File: src/rtl/cmd_decoder_if.sv
// Command/response word channels between the serial link and the frontend
// command decoder. Each direction is a valid/ready handshake; a word moves in
// any cycle where both valid and ready are high.
interface cmd_decoder_if;
   logic [31:0] cmd_data;
   logic        cmd_valid;
   logic        cmd_ready;
   logic [31:0] rsp_data;
   logic        rsp_valid;
   logic        rsp_ready;

   // Serial side: supplies commands and consumes responses.
   modport master (
      output cmd_data, cmd_valid, rsp_ready,
      input  cmd_ready, rsp_data, rsp_valid
   );

   // Decoder side: consumes commands and supplies responses.
   modport slave (
      input  cmd_data, cmd_valid, rsp_ready,
      output cmd_ready, rsp_data, rsp_valid
   );
endinterface

File: src/rtl/cmd_decoder.sv
// Frontend command decoder. Accepts one 32-bit command at a time, checks the
// header and target id, then either pulses a soft reset, writes a config bit,
// or returns a 16-bit slice of the period counter or a singles counter.
// 32-bit sources are read in two halves through a shadow register so that
// the two halves belong to the same sample.
module cmd_decoder #(
   parameter int NBLOCKS    = 4,
   parameter int RST_CYCLES = 16
) (
   input  logic                  clk,
   input  logic                  rst,
   input  logic [3:0]            module_id,
   cmd_decoder_if.slave          bus,
   input  logic [31:0]           period,
   input  logic [32*NBLOCKS-1:0] singles,
   output logic                  soft_rst,
   output logic                  tt_stall_dis,
   output logic                  fe_dis,
   output logic [7:0]            err_count
);

   localparam int CNT_W = (RST_CYCLES > 1) ? $clog2(RST_CYCLES) : 1;

   localparam logic [3:0] HEADER        = 4'hF;
   localparam logic [3:0] OP_SRST       = 4'h0;
   localparam logic [3:0] OP_RD_PERIOD  = 4'h9;
   localparam logic [3:0] OP_RD_SINGLES = 4'hA;
   localparam logic [3:0] OP_CFG        = 4'hB;
   localparam logic [3:0] CFG_KEY       = 4'h4;
   localparam logic [3:0] CFG_TT_STALL  = 4'h2;
   localparam logic [3:0] CFG_FE_DIS    = 4'h3;

   typedef enum logic [1:0] {
      IDLE,
      DECODE,
      RESP,
      SRST
   } state_t;

   state_t           state;
   logic [31:0]      cmd_q;
   logic [31:0]      shadow;
   logic [CNT_W-1:0] srst_cnt;
   logic [31:0]      blk_data;
   logic [31:0]      src_data;

   // Field views of the registered command word.
   logic [3:0] hdr;
   logic [3:0] tgt_id;
   logic [3:0] opcode;
   logic [3:0] cfg_key;
   logic [3:0] sel_idx;
   logic       cfg_en;
   logic       hi_half;

   assign hdr     = cmd_q[31:28];
   assign tgt_id  = cmd_q[27:24];
   assign opcode  = cmd_q[23:20];
   assign cfg_key = cmd_q[19:16];
   assign sel_idx = cmd_q[11:8];
   assign cfg_en  = cmd_q[4];
   assign hi_half = cmd_q[0];

   // Payload bits that no opcode interprets.
   logic unused_bits;
   assign unused_bits = ^{cmd_q[15:12], cmd_q[7:5], cmd_q[3:1]};

   // Select the addressed singles counter; out-of-range blocks read as zero.
   always_comb begin
      // NOTE: default assignment first so every path drives blk_data and no latch is inferred.
      blk_data = '0;
      for (int b = 0; b < NBLOCKS; b++) begin
         if (int'(sel_idx) == b) blk_data = singles[32*b +: 32];
      end
   end

   assign src_data = (opcode == OP_RD_PERIOD) ? period : blk_data;

   // Command FSM with all outputs registered.
   always_ff @(posedge clk) begin
      if (rst) begin
         // NOTE: sequential state uses non-blocking assignments only, so every register samples pre-edge values.
         state         <= IDLE;
         cmd_q         <= '0;
         shadow        <= '0;
         srst_cnt      <= '0;
         bus.cmd_ready <= 1'b1;
         bus.rsp_valid <= 1'b0;
         bus.rsp_data  <= '0;
         soft_rst      <= 1'b0;
         tt_stall_dis  <= 1'b0;
         fe_dis        <= 1'b0;
         err_count     <= '0;
      end else begin
         case (state)
            IDLE: begin
               if (bus.cmd_valid && bus.cmd_ready) begin
                  cmd_q         <= bus.cmd_data;
                  bus.cmd_ready <= 1'b0;
                  state         <= DECODE;
               end
            end

            DECODE: begin
               // Default outcome is a silent drop back to IDLE.
               state         <= IDLE;
               bus.cmd_ready <= 1'b1;
               if (hdr != HEADER) begin
                  if (err_count != 8'hFF) err_count <= err_count + 8'd1;
               end else if (tgt_id == module_id) begin
                  case (opcode)
                     OP_SRST: begin
                        soft_rst      <= 1'b1;
                        srst_cnt      <= CNT_W'(RST_CYCLES - 1);
                        tt_stall_dis  <= 1'b0;
                        fe_dis        <= 1'b0;
                        bus.cmd_ready <= 1'b0;
                        state         <= SRST;
                     end
                     OP_CFG: begin
                        if (cfg_key == CFG_KEY && cfg_en) begin
                           if (sel_idx == CFG_TT_STALL) tt_stall_dis <= hi_half;
                           else if (sel_idx == CFG_FE_DIS) fe_dis <= hi_half;
                        end
                     end
                     OP_RD_PERIOD, OP_RD_SINGLES: begin
                        // Low-half read samples the source; high-half read replays the sample.
                        if (!hi_half) begin
                           shadow       <= src_data;
                           bus.rsp_data <= {HEADER, module_id, opcode, 4'h0, src_data[15:0]};
                        end else begin
                           bus.rsp_data <= {HEADER, module_id, opcode, 4'h0, shadow[31:16]};
                        end
                        bus.rsp_valid <= 1'b1;
                        bus.cmd_ready <= 1'b0;
                        state         <= RESP;
                     end
                     default: begin
                        if (err_count != 8'hFF) err_count <= err_count + 8'd1;
                     end
                  endcase
               end
            end

            RESP: begin
               if (bus.rsp_valid && bus.rsp_ready) begin
                  bus.rsp_valid <= 1'b0;
                  bus.cmd_ready <= 1'b1;
                  state         <= IDLE;
               end
            end

            SRST: begin
               if (srst_cnt == '0) begin
                  soft_rst      <= 1'b0;
                  bus.cmd_ready <= 1'b1;
                  state         <= IDLE;
               end else begin
                  srst_cnt <= srst_cnt - 1'b1;
               end
            end

            default: begin
               state         <= IDLE;
               bus.cmd_ready <= 1'b1;
            end
         endcase
      end
   end

endmodule

File: src/flat_wrapper.sv
// flat-port wrapper written by rule: the top's interface ports become plain ports
module cmd_decoder_flat 
#(
   parameter int NBLOCKS    = 4,
   parameter int RST_CYCLES = 16
)
  (clk, rst, module_id, period, singles, soft_rst, tt_stall_dis, fe_dis, err_count, bus_cmd_data, bus_cmd_valid, bus_rsp_ready, bus_cmd_ready, bus_rsp_data, bus_rsp_valid);
  cmd_decoder_if bus_i ();
  input  logic clk;
  input  logic rst;
  input  logic [3:0] module_id;
  input  logic [31:0] period;
  input  logic [32*NBLOCKS-1:0] singles;
  output logic soft_rst;
  output logic tt_stall_dis;
  output logic fe_dis;
  output logic [7:0] err_count;
  input wire logic [$bits(bus_i.cmd_data)-1:0] bus_cmd_data;
  input wire logic [$bits(bus_i.cmd_valid)-1:0] bus_cmd_valid;
  input wire logic [$bits(bus_i.rsp_ready)-1:0] bus_rsp_ready;
  output wire logic [$bits(bus_i.cmd_ready)-1:0] bus_cmd_ready;
  output wire logic [$bits(bus_i.rsp_data)-1:0] bus_rsp_data;
  output wire logic [$bits(bus_i.rsp_valid)-1:0] bus_rsp_valid;
  assign bus_i.cmd_data = bus_cmd_data;
  assign bus_i.cmd_valid = bus_cmd_valid;
  assign bus_i.rsp_ready = bus_rsp_ready;
  assign bus_cmd_ready = bus_i.cmd_ready;
  assign bus_rsp_data = bus_i.rsp_data;
  assign bus_rsp_valid = bus_i.rsp_valid;
  cmd_decoder #(.NBLOCKS(NBLOCKS), .RST_CYCLES(RST_CYCLES)) u_core (.clk(clk), .rst(rst), .module_id(module_id), .bus(bus_i), .period(period), .singles(singles), .soft_rst(soft_rst), .tt_stall_dis(tt_stall_dis), .fe_dis(fe_dis), .err_count(err_count));
endmodule
File: config.mk
export PLATFORM = sky130hd
export DESIGN_NAME = cmd_decoder_flat
export DESIGN_NICKNAME = d
export VERILOG_FILES = /design/src/rtl/cmd_decoder_if.sv /design/src/rtl/cmd_decoder.sv /design/src/flat_wrapper.sv
export SDC_FILE = /design/constraint.sdc
export NUM_CORES = 1
export LEC_CHECK = 0
export CORE_MARGIN = 2
export CORE_UTILIZATION = 40
export CTS_BUF_LIST = sky130_fd_sc_hd__clkbuf_4 sky130_fd_sc_hd__clkbuf_8 sky130_fd_sc_hd__clkbuf_16
export DETAILED_ROUTE_END_ITERATION = 6
export PLACE_DENSITY = 0.83
export SKIP_CTS_REPAIR_TIMING = 1
export SKIP_LAST_GASP = 1
export SLEW_MARGIN = 30
export SYNTH_ARGS = -nofsm -noshare
export SYNTH_HDL_FRONTEND = slang
export SYNTH_SLANG_ARGS = --single-unit
export TNS_END_PERCENT = 5
File: constraint.sdc
create_clock -name clk -period 2.65 [get_ports clk]
set_input_delay 0.3975 -clock clk [delete_from_list [all_inputs] [get_ports clk]]
set_output_delay 0.3975 -clock clk [all_outputs]
set_load 0.005 [all_outputs]
==> results_dict.tcl, run 1 <==
# flow metrics
set metrics [dict create \
    ys_sh_adder 0.00536 \
    clkCellAreaFrac 0.0428 \
    setup_viol 0 \
    r2r_end "u_core.bus.rsp_data[1]" \
    rsz0062_at_grt "no" \
    logic_gate_count 363 \
    gp_congestion 0.821 \
    endpoint "u_core.err_count[6]" \
    overflow 0 \
    rr_worst_depth 5 \
    dpl.hpwl_microns 12200 \
    max_cap_violations 0 \
    first_global_vias 4675 \
    fin_tns_setup_ns 0 \
    routed-via-count 4650 \
    boundaryPins 245 \
    warnings 36 \
    drc 0 \
    buf_share 0.331 \
    power_frac_seq 0.385 \
    clock.latency.late_pin_ns 0.34 \
    logic_family "simple AND/OR/NAND/NOR gates" \
    power_density_mw_per_mm2 460 \
    top_cell "dfxtp_1" \
    regToRegSetupSlack_ns 0.62 \
    crit_arrival_ns 2.44 \
    area_leaders "dfxtp_1 (35%), mux4_2 (15%), a21oi_1 (5.0%)" \
    setup.worst_path.start "module_id[0]" \
    largest_register_ffs 25 \
    worstPathRequired_ns 2.92 \
    yosys-stat-area_sq_mm 0.00467 \
    crit_chain "clkdlybuf4s50_1, xnor2_2, nand4_1, a211o_1, or4_1, a21oi_1" \
    final_max_slew_viol_count 0 \
    critPathTopFamily "simple AND/OR/NAND/NOR gates" \
    antenna_cells 0 \
    core.rowCount 39 \
    hp-start "rst" \
    drt_wl_total_microns 15600 \
    clockBufferDepth 2 \
    largest_area_cell "dfxtp_1" \
    die_area_sq_mm 0.0126 \
    n_all_buffers 244 \
    p_leak_nw 2.56 \
    ys_sh_mux 0.204 \
    synth-seq-cells 82 \
    aoi_share 0.154 \
    drt-met1-wl_microns 6530 \
    path_clk_slew_ns 0.06 \
    status "finished clean" \
    netlist_instances 496 \
    internal_power_mw 2.58 \
    hold_end "u_core.cmd_q[10]" \
    layout_min_cycle_time_ns 2.17 \
    cp_slowest_cell "a211o_1" \
    max-vdd-ir-drop_v 0.000334 \
    viasPerCell 5.46 \
    drive_gt1_frac 0.106 \
    place_ws_ns 0.144 \
    netSwitchingPower_mw 0.838 \
    max_freq_mhz 462 \
    die_x_microns 112 \
    min_path_type "input port to flip-flop" \
    worstSetupPathDepth 6 \
    n_clock_buffer 9 \
    nFillCells 939 \
    antenna_found_initial 0 \
]
==> run 1: kinds of logic (layout without fill, tap and decap cells) <==
| group | after synthesis | in the layout |
|---|---|---|
| AND/OR/NAND/NOR | 189 | 189 |
| AND-OR/OR-AND | 105 | 105 |
| flip-flops | 82 | 82 |
| multiplexers | 55 | 55 |
| buffers and inverters | 54 | 264 |
| XOR/XNOR | 8 | 8 |
| adder cells (fa/ha/maj) | 2 | 2 |
| other | 1 | 4 |
==> run 1: per-stage QoR <==
stage                     instances  hold slack, ns  cell area (sq um)  power (mW)  utilization
after CTS                       852           0.337               7420        3.44        0.650
after global placement          836           0.442               7100        2.09        0.622
final                           852           0.337               7420        3.41        0.650
after detailed placement        836           0.445               7100        2.11        0.622
after floorplan                 499           0.431               4680        1.71            -
after global routing            852           0.357               7420        3.56        0.650
**Run 1: congestion heat map**

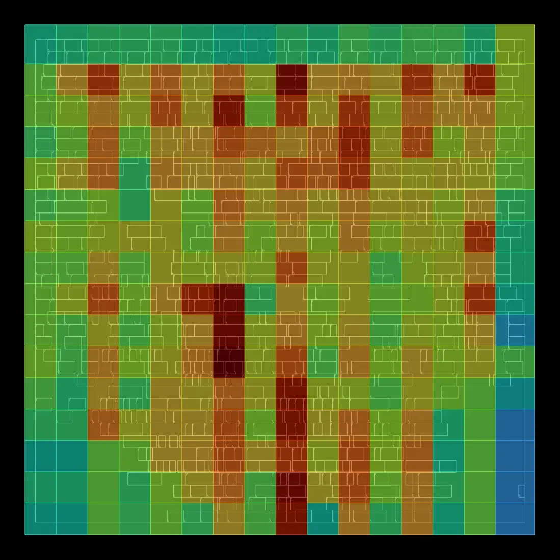
M1 GR Usage: 0.316
post-layout util: 0.650
GRT busiest layer: met2
met2 usage: 0.408
met3 GRT Util: 0.0470

**Run 1: local utilization**

The die is cut into 11 by 11 equal tiles; white is low, dark blue is high, 0 to 100% covered.
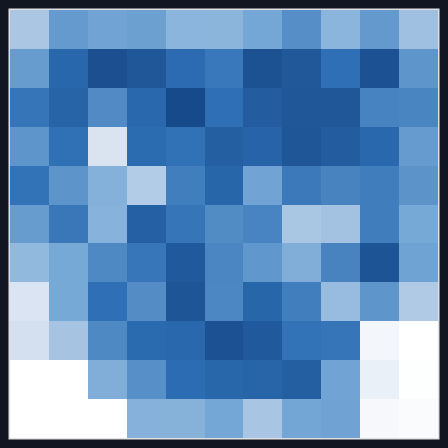
The mean over all tiles is 58%. 5.8% of the tiles are nearly empty. The fullest tile reaches 90%. 27% of the tiles are over 75% full.
Core Util at FP: 0.409
area of the core: 0.0114 sq mm

**Run 1: logic cells by family**

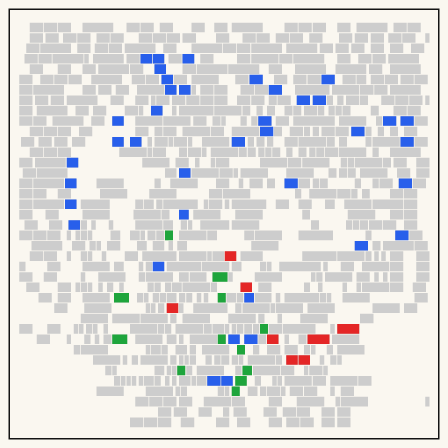
and/or cells: shown in green, cells 12, where south. non-inverting ao/oa cells: shown in blue, cells 39. xor and xnor cells: shown in red, cells 8.
most numerous logic cell after layout: clkdlybuf4s50_1
non-filler instance count after layout: 852
combinational share of cell area: 0.379

**Run 1: routed metal, one colour a layer**

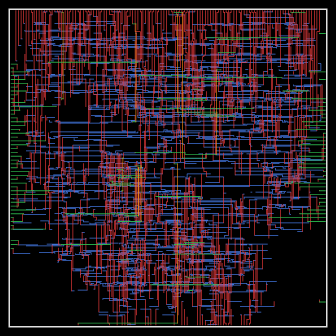
metal 1: shown in blue, wire length 6530 microns. metal 4: shown in orange, wire length 302 microns. metal 2: shown in red, wire length 7870 microns. metal 3: shown in green, wire length 936 microns.

**Run 1: M2 wires**

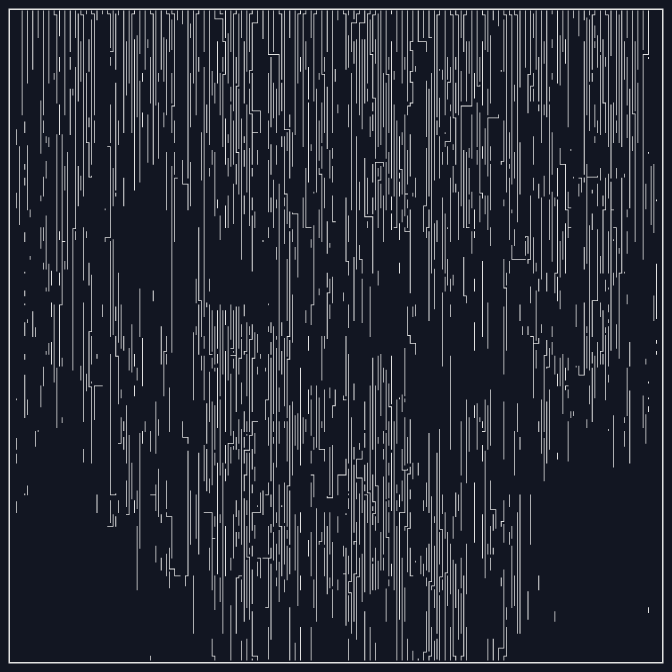

--- run 2 (diff from run 1) ---
==> constraint.sdc (replaced) <==
create_clock -name clk -period 2.25 [get_ports clk]
set_input_delay 0.3375 -clock clk [delete_from_list [all_inputs] [get_ports clk]]
set_output_delay 0.3375 -clock clk [all_outputs]
set_load 0.005 [all_outputs]
**Run 2: M2 wires**

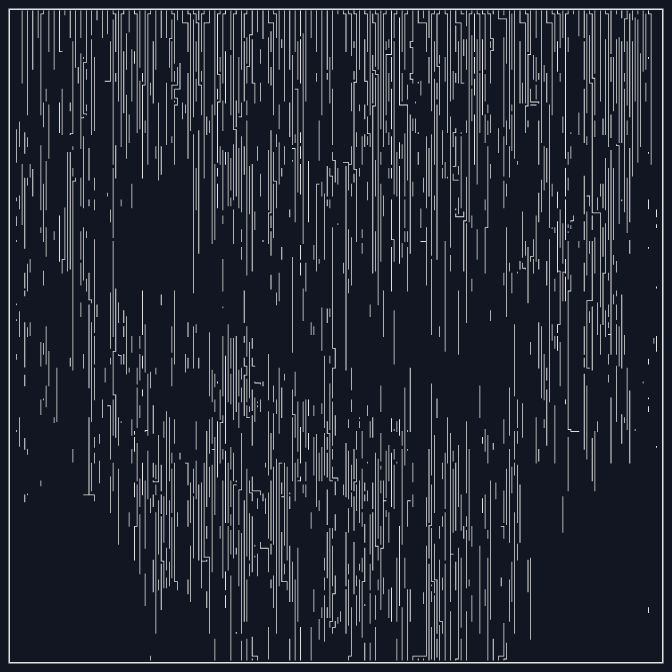
The longest straight run is 39.6 microns. The layer carries 7620 microns of wire. 782 nets have wire on it. The wires run mostly vertical.

**Run 2: routed metal, one colour a layer**

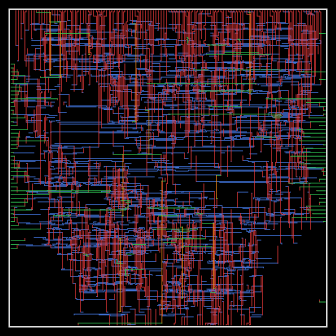
metal 4: shown in orange, wire length 283 microns. metal 3: shown in green, wire length 859 microns. metal 2: shown in red, wire length 7620 microns. metal 1: shown in blue, wire length 6460 microns.

==> run 2 against run 1 <==
  * Final cell count rose by 0.70%
  * Synthesized cell count stayed put
  * Flip-flop count unchanged
  * Largest power group is now sequential cells
==> results_dict.tcl, run 2 <==
# flow metrics
set metrics [dict create \
    worstPathRequired_ns 2.44 \
    die_area_sq_mm 0.0126 \
    met1_usage 0.306 \
    r2r_end "u_core.tt_stall_dis" \
    hold_slack_ns 0.451 \
    final_common_cell "clkdlybuf4s50_1" \
    drt_wl_total_microns 15200 \
    n_all_buffers 252 \
    p_leak_nw 2.59 \
    crit_arrival_ns 2.24 \
    synth-seq-cells 82 \
    final_max_slew_viol_count 0 \
    viasPerCell 5.44 \
    drc 0 \
    hp-start "u_core.cmd_q[18]" \
    min_path_type "flip-flop to flip-flop" \
    yosys-stat-area_sq_mm 0.00467 \
    status "finished clean" \
    drt-met1-wl_microns 6460 \
    area_leaders "dfxtp_1 (35%), mux4_2 (15%), a21oi_1 (5.0%)" \
    warnings 36 \
    fp-utilization 0.409 \
    logic_gate_count 363 \
    met2_usage 0.405 \
    nFillCells 944 \
    hold_end "u_core.cmd_q[18]" \
    buf_share 0.335 \
    first_global_vias 4679 \
    regToRegSetupSlack_ns 0.28 \
    layout_min_cycle_time_ns 2.05 \
    met3_usage 0.0362 \
    die_x_microns 112 \
    endpoint "u_core.tt_stall_dis" \
    netlist_instances 496 \
    critPathTopFamily "buffers and inverters" \
    fin_util 0.653 \
    place_ws_ns -0.104 \
    antenna_found_initial 0 \
    fin_cells 858 \
    rr_worst_depth 5 \
]
## run 2: cell counts after synthesis
No cell type changed its count.
## run 2: power by group
group / leakage [nW] / switching (mW) / internal (mW)
Combinational: 1.77 / 0.341 / 0.580
Clock: 0.155 / 0.526 / 1.00
Sequential: 0.664 / 0.0474 / 1.49
## run 2: cell families (layout without fill, tap and decap cells)
| kind of cell | count (synthesis) | count (layout) | synth area share |
|---|---|---|---|
| AOI/OAI and AO/OA | 105 | 105 | 0.154 |
| xor gates and xnor gates | 8 | 8 | 0.0182 |
| adders and majority gates | 2 | 2 | 0.00536 |
| buffers and inverters | 54 | 270 | 0.0549 |
| DFF | 82 | 82 | 0.352 |
| muxes | 55 | 55 | 0.204 |
| other | 1 | 4 | 0.000803 |
| and+or+nand+nor | 189 | 189 | 0.211 |
--- run 3 (diff from run 2) ---
--- a/config.mk
+++ b/config.mk
@@ -9,6 +9,7 @@
 export CORE_UTILIZATION = 40
 export CTS_BUF_LIST = sky130_fd_sc_hd__clkbuf_4 sky130_fd_sc_hd__clkbuf_8 sky130_fd_sc_hd__clkbuf_16
 export DETAILED_ROUTE_END_ITERATION = 6
+export HOLD_SLACK_MARGIN = 0.03
 export PLACE_DENSITY = 0.83
 export SKIP_CTS_REPAIR_TIMING = 1
 export SKIP_LAST_GASP = 1
**Run 3: local utilization**

The die is cut into 11 by 11 equal tiles; white is low, dark blue is high, 0 to 100% covered.
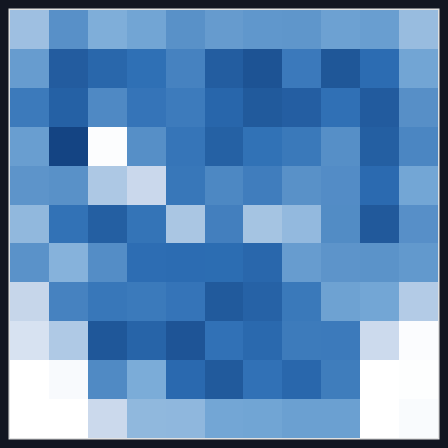
The mean over all tiles is 58%. The fullest tile reaches 92%. 6.6% of the tiles are nearly empty. 25% of the tiles are over 75% full.

==> run 3 against run 2 <==
  * Hold slack stayed put
  * Combinational power about the same
  * Final cell count did not move
  * Clock power about the same
  * Via count is the same
  * Fmax stayed put
  * Utilization did not move
  * Global-route usage unchanged
  * Total power stayed put
==> results_dict.tcl, run 3 <==
# flow metrics
set metrics [dict create \
    status "finished clean" \
    pg_comb_mw 0.922 \
    viasPerCell 5.44 \
    simple_gate_area_frac 0.211 \
    internal_power_mw 3.07 \
    hp-start "u_core.cmd_q[18]" \
    antenna_found_initial 0 \
    endpoint "u_core.tt_stall_dis" \
    final_common_cell "clkdlybuf4s50_1" \
    ys_sh_adder 0.00536 \
    met3_usage 0.0362 \
    regToRegSetupSlack_ns 0.28 \
    min_path_type "flip-flop to flip-flop" \
    hold_path_depth 2 \
    finalClockSkew_ns 0.00858 \
    synthXorXnorAreaFrac 0.0182 \
    layout_min_cycle_time_ns 2.05 \
    drc 0 \
    rr_worst_depth 5 \
    first_global_vias 4679 \
    rr_startpoint "u_core.cmd_q[21]" \
    clock_net_power_mw 1.53 \
    pwr-share-clk 0.383 \
    synth-seq-cells 82 \
    area_leaders "dfxtp_1 (35%), mux4_2 (15%), a21oi_1 (5.0%)" \
    p_leak_nw 2.59 \
    met2_usage 0.405 \
    r2r_end "u_core.tt_stall_dis" \
    worstSetupPathDepth 7 \
    die_x_microns 112 \
    maxPowerGroup "sequential cells" \
    drt-met1-wl_microns 6460 \
    hold_end "u_core.cmd_q[18]" \
    warnings 36 \
    clockBufferDepth 2 \
    critPathTopFamily "buffers and inverters" \
    yosys-stat-area_sq_mm 0.00467 \
    met1_usage 0.306 \
    worstPathRequired_ns 2.44 \
    netlist_instances 496 \
    aoi_share 0.154 \
    powerSeq_mw 1.54 \
    ys_sh_mux 0.204 \
    logic_family "simple AND/OR/NAND/NOR gates" \
    fin_util 0.653 \
    fin_tns_setup_ns 0 \
    pwr-share-comb 0.231 \
    fp-utilization 0.409 \
    power_frac_seq 0.386 \
]
**Run 3: routed metal, one colour a layer**

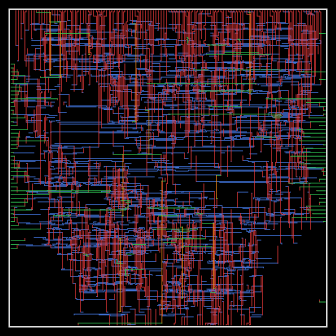
metal 3: shown in green, wire length 859 microns. metal 2: shown in red, wire length 7620 microns. metal 1: shown in blue, wire length 6460 microns. metal 4: shown in orange, wire length 283 microns.
GRT Util Overall: 0.235
Routed wire per std cell: 17.7 microns

run 3: cell type report:
class,count,area (sq um)
Fill cell,944,3960
Multi-Input combinational cell,363,2810
Timing Repair Buffer,252,2500
Sequential cell,82,1640
Clock buffer,11,246
Tap cell,143,179
Clock inverter,3,65.1
Inverter,4,15.0
run 3: cells by family after synthesis:
group                    Yosys count
AND-OR/OR-AND                    105
XOR/XNOR                           8
adder cells (fa/ha/maj)            2
buffers and inverters             54
flip-flops                        82
multiplexers                      55
other                              1
AND/OR/NAND/NOR                  189
run 3: metrics by stage:
step                      area (sq um)  setup WS [ns]  instances  hold WS (ns)
after global placement            7150       -0.00310        844         0.444
after detailed placement          7150         -0.104        844         0.449
after global routing              7460          0.112        858         0.481
after floorplan                   4680          0.323        499         0.431
final                             7460          0.202        858         0.451
after CTS                         7460          0.225        858         0.457
Power figures rest on the tool's default switching activity, not on a simulated workload.
